[config.mk]
export PLATFORM = sky130hd
export DESIGN_NAME = position_arbiter
export DESIGN_NICKNAME = d
export VERILOG_FILES = /design/src/rtl/position_arbiter.sv
export SDC_FILE = /design/constraint.sdc
export NUM_CORES = 1
export LEC_CHECK = 0
export CORE_MARGIN = 1.5
export CORE_UTILIZATION = 61
export CTS_BUF_LIST = sky130_fd_sc_hd__clkbuf_16
export CTS_CLUSTER_DIAMETER = 50
export DETAILED_ROUTE_END_ITERATION = 6
export DONT_BUFFER_PORTS = 1
export PLACE_DENSITY = 0.81
export SLEW_MARGIN = 10
export SYNTH_ARGS = -nofsm -noshare
export SYNTH_HDL_FRONTEND = slang
export SYNTH_SLANG_ARGS = --single-unit
[constraint.sdc]
create_clock -name clock -period 2.1 [get_ports clock]
set_input_delay 0.315 -clock clock [delete_from_list [all_inputs] [get_ports clock]]
set_output_delay 0.315 -clock clock [all_outputs]
set_load 0.1 [all_outputs]
[src/rtl/position_arbiter.sv]
// Two-requester round-robin arbiter in front of one shared position-update unit.
// Every soc/eoc pair is a four-phase handshake; all handshake outputs decode from state/sel only.
module position_arbiter (
  input  logic       clock,
  input  logic       reset,
  input  logic       soc_a,
  output logic       eoc_a,
  input  logic       soc_b,
  output logic       eoc_b,
  output logic [7:0] xa,
  output logic [7:0] ya,
  output logic [7:0] xb,
  output logic [7:0] yb,
  output logic [7:0] cnt_a,
  output logic [7:0] cnt_b,
  output logic       soc_p,
  input  logic       eoc_p,
  input  logic [7:0] x_p,
  input  logic [7:0] y_p,
  output logic       busy
);

  localparam logic [1:0] IDLE  = 2'd0;
  localparam logic [1:0] START = 2'd1;
  localparam logic [1:0] RUN   = 2'd2;
  localparam logic [1:0] DONE  = 2'd3;

  localparam logic SEL_A = 1'b0;
  localparam logic SEL_B = 1'b1;

  logic [1:0] state;
  logic       sel;
  logic       last;
  logic       soc_sel;
  logic       active;

  assign soc_sel = (sel == SEL_B) ? soc_b : soc_a;
  // The selected requester sees eoc low from START through RUN; DONE raises it again.
  assign active  = (state == START) || (state == RUN);
  assign soc_p   = (state == START);
  assign busy    = (state != IDLE);
  assign eoc_a   = !(active && (sel == SEL_A));
  assign eoc_b   = !(active && (sel == SEL_B));

  always_ff @(posedge clock or posedge reset) begin
    if (reset) begin
      state <= IDLE;
      sel   <= SEL_A;
      last  <= SEL_B;
      xa    <= '0;
      ya    <= '0;
      xb    <= '0;
      yb    <= '0;
      cnt_a <= '0;
      cnt_b <= '0;
    end else begin
      case (state)
        IDLE: begin
          if (soc_a && soc_b) begin
            sel   <= ~last;
            state <= START;
          end else if (soc_a) begin
            sel   <= SEL_A;
            state <= START;
          end else if (soc_b) begin
            sel   <= SEL_B;
            state <= START;
          end
        end
        START: begin
          if (!eoc_p) state <= RUN;
        end
        RUN: begin
          // Result is only taken once the requester has dropped soc.
          if (eoc_p && !soc_sel) begin
            if (sel == SEL_A) begin
              xa    <= x_p;
              ya    <= y_p;
              cnt_a <= cnt_a + 8'd1;
            end else begin
              xb    <= x_p;
              yb    <= y_p;
              cnt_b <= cnt_b + 8'd1;
            end
            state <= DONE;
          end
        end
        default: begin
          last  <= sel;
          state <= IDLE;
        end
      endcase
    end
  end

endmodule
Fig. 1: placement view
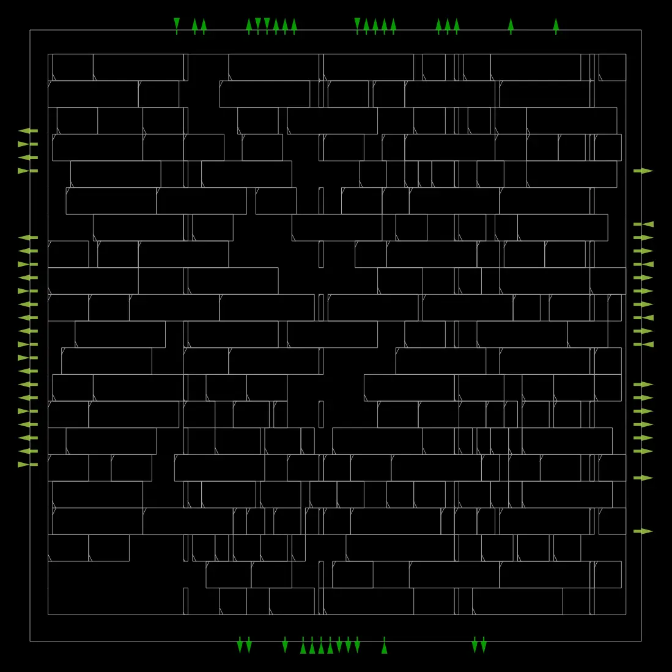
Util after Layout: 0.759
placeable core region: 3360 µm²
FF+latch count: 52
register share of the cell area: 0.510

Fig. 2: M3 wires
Scale bar: 20 µm.
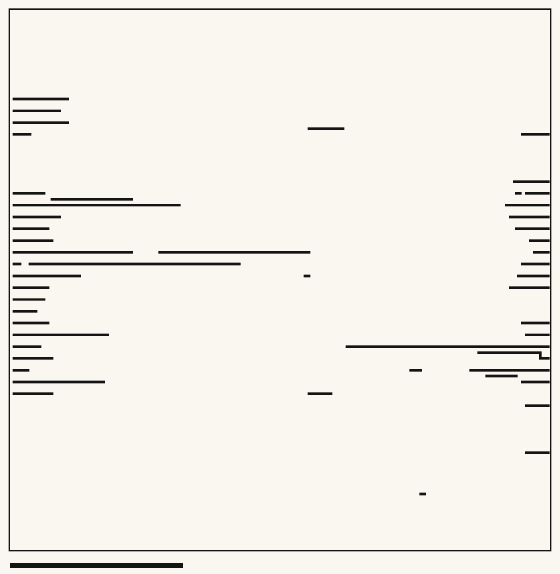
longest straight run: 24.1 µm
share of all routed wire: 7.1%
nets with wire on the layer: 43
wire length on this layer: 279 µm
Total Routed Length: 3.95 mm
grt met3 use: 0.0707
via count: 1282

==> worst max path at each step <==
stage,cells after the start,from,to,slack [ns]
global route,6,state[0]$_DFFE_PP0P_,cnt_b[7]$_DFFE_PP0P_,0.21
CTS,4,state[0]$_DFFE_PP0P_,eoc_a,0.33
global placement,5,state[0]$_DFFE_PP0P_,state[1]$_DFFE_PP0P_,0.47
detailed placement,5,state[0]$_DFFE_PP0P_,state[1]$_DFFE_PP0P_,0.37
finish,4,state[0]$_DFFE_PP0P_,eoc_a,0.33
floorplan,5,state[1]$_DFFE_PP0P_,state[1]$_DFFE_PP0P_,0.29
==> cell usage in the layout, fill, tap and decap left out, types with 2 or more instances in the layout <==
cell type	n
sky130_fd_sc_hd__nand2_1	6
sky130_fd_sc_hd__mux2_2	36
sky130_fd_sc_hd__mux2_1	2
sky130_fd_sc_hd__and3_1	2
sky130_fd_sc_hd__nor2_1	4
sky130_fd_sc_hd__nand4_1	5
sky130_fd_sc_hd__buf_4	26
sky130_fd_sc_hd__inv_1	5
sky130_fd_sc_hd__nor3_1	2
sky130_fd_sc_hd__ha_1	5
sky130_fd_sc_hd__nand3_1	3
sky130_fd_sc_hd__xor2_1	7
sky130_fd_sc_hd__dfrtp_1	51
sky130_fd_sc_hd__clkbuf_16	5
sky130_fd_sc_hd__xnor2_1	7
==> cell usage after synthesis <==
| library cell | n |
|---|---|
| sky130_fd_sc_hd__a211oi_1 | 1 |
| sky130_fd_sc_hd__a21oi_1 | 1 |
| sky130_fd_sc_hd__a221o_1 | 1 |
| sky130_fd_sc_hd__a32o_1 | 1 |
| sky130_fd_sc_hd__and3_1 | 2 |
| sky130_fd_sc_hd__and4bb_1 | 1 |
| sky130_fd_sc_hd__buf_2 | 5 |
| sky130_fd_sc_hd__dfrtp_1 | 51 |
| sky130_fd_sc_hd__dfstp_2 | 1 |
| sky130_fd_sc_hd__ha_1 | 6 |
| sky130_fd_sc_hd__inv_1 | 5 |
| sky130_fd_sc_hd__mux2_1 | 2 |
| sky130_fd_sc_hd__mux2_2 | 36 |
| sky130_fd_sc_hd__nand2_1 | 6 |
| sky130_fd_sc_hd__nand2b_1 | 1 |
| sky130_fd_sc_hd__nand3_1 | 3 |
| sky130_fd_sc_hd__nand4_1 | 5 |
| sky130_fd_sc_hd__nand4b_1 | 1 |
| sky130_fd_sc_hd__nor2_1 | 4 |
| sky130_fd_sc_hd__nor3_1 | 2 |
| sky130_fd_sc_hd__nor4_1 | 1 |
| sky130_fd_sc_hd__xnor2_1 | 7 |
| sky130_fd_sc_hd__xor2_1 | 7 |
==> cells by family (layout without fill, tap and decap cells) <==
family,Yosys count,after routing,synth area share
AOI/OAI and AO/OA,4,4,0.0152
buffers and inverters,10,40,0.0204
DFF,52,52,0.607
muxes,38,38,0.200
xor gates and xnor gates,14,14,0.0572
adders and majority gates,6,6,0.0350
and+or+nand+nor,26,26,0.0653
==> critical path: cells and delay by family, from the launching register on <==
family | cells | cell delay [ns]
buffers and inverters | 2 | 0.37
AND/OR/NAND/NOR | 1 | 0.08
flip-flops | 1 | 0.39
adder cells (fa/ha/maj) | 1 | 0.33
==> flow_summary_export.csv <==
group,metric,value,unit
detailed_routing,drt_pre_antenna_iters,3,
finish,fillers,217,
clock_tree,root_buffer,"sky130_fd_sc_hd__clkbuf_16",
worst_hold_path,min_to,"yb[0]$_DFFE_PP0P_",
final_timing,finalHoldViolations,0,
finish,comb_area,801,µm²
run_status,status,"finished clean",
synthesis,yosysTopAreaCellShare,0.595,
finish,regArea,1300,µm²
finish,antenna_cells,0,
grt,grt_pass1_wl,6.80,mm
synthesis,cell_area_after_synthesis,2140,µm²
place,dp_slack,0.365,ns
synthesis,ys_seq_frac,0.607,
run,max_cap_viol_count,0,
synthesis,synth.ff_latch_count,52,
critical_path,worst_setup_path_start_kind,"flip-flop",
grt,track_usage,0.224,
grt,grt_busiest_layer,"met2",
floorplanning,pin_count,73,
final_timing,final-max-slew-violation-count,0,
final_timing,timing.clock.skew,0.00779,ns
critical_path,slowest_stage,"sky130_fd_sc_hd__dfrtp_1",
synthesis,synth_chip_area,2140,µm²
place,placement.cell_area,2370,µm²
finish,nMultiInputCombCells,88,
finish,area_share_nonclk_buffers,0.0804,
critical_path,flop_to_flop_setup_slack,0.35,ns
finish,area.growth.synth_to_final,19.0,%
finish,finalNetCount,206,
detailed_routing,postRouteAntennaNets,0,
final_timing,post-route-min-period,1.77,ns
detailed_routing,topRoutingLayerUsed,"met4",
final_timing,rsz0062_at_grt,"false",
detailed_routing,vias_per_cell,5.67,
floorplanning,floorplan.tapcells,46,
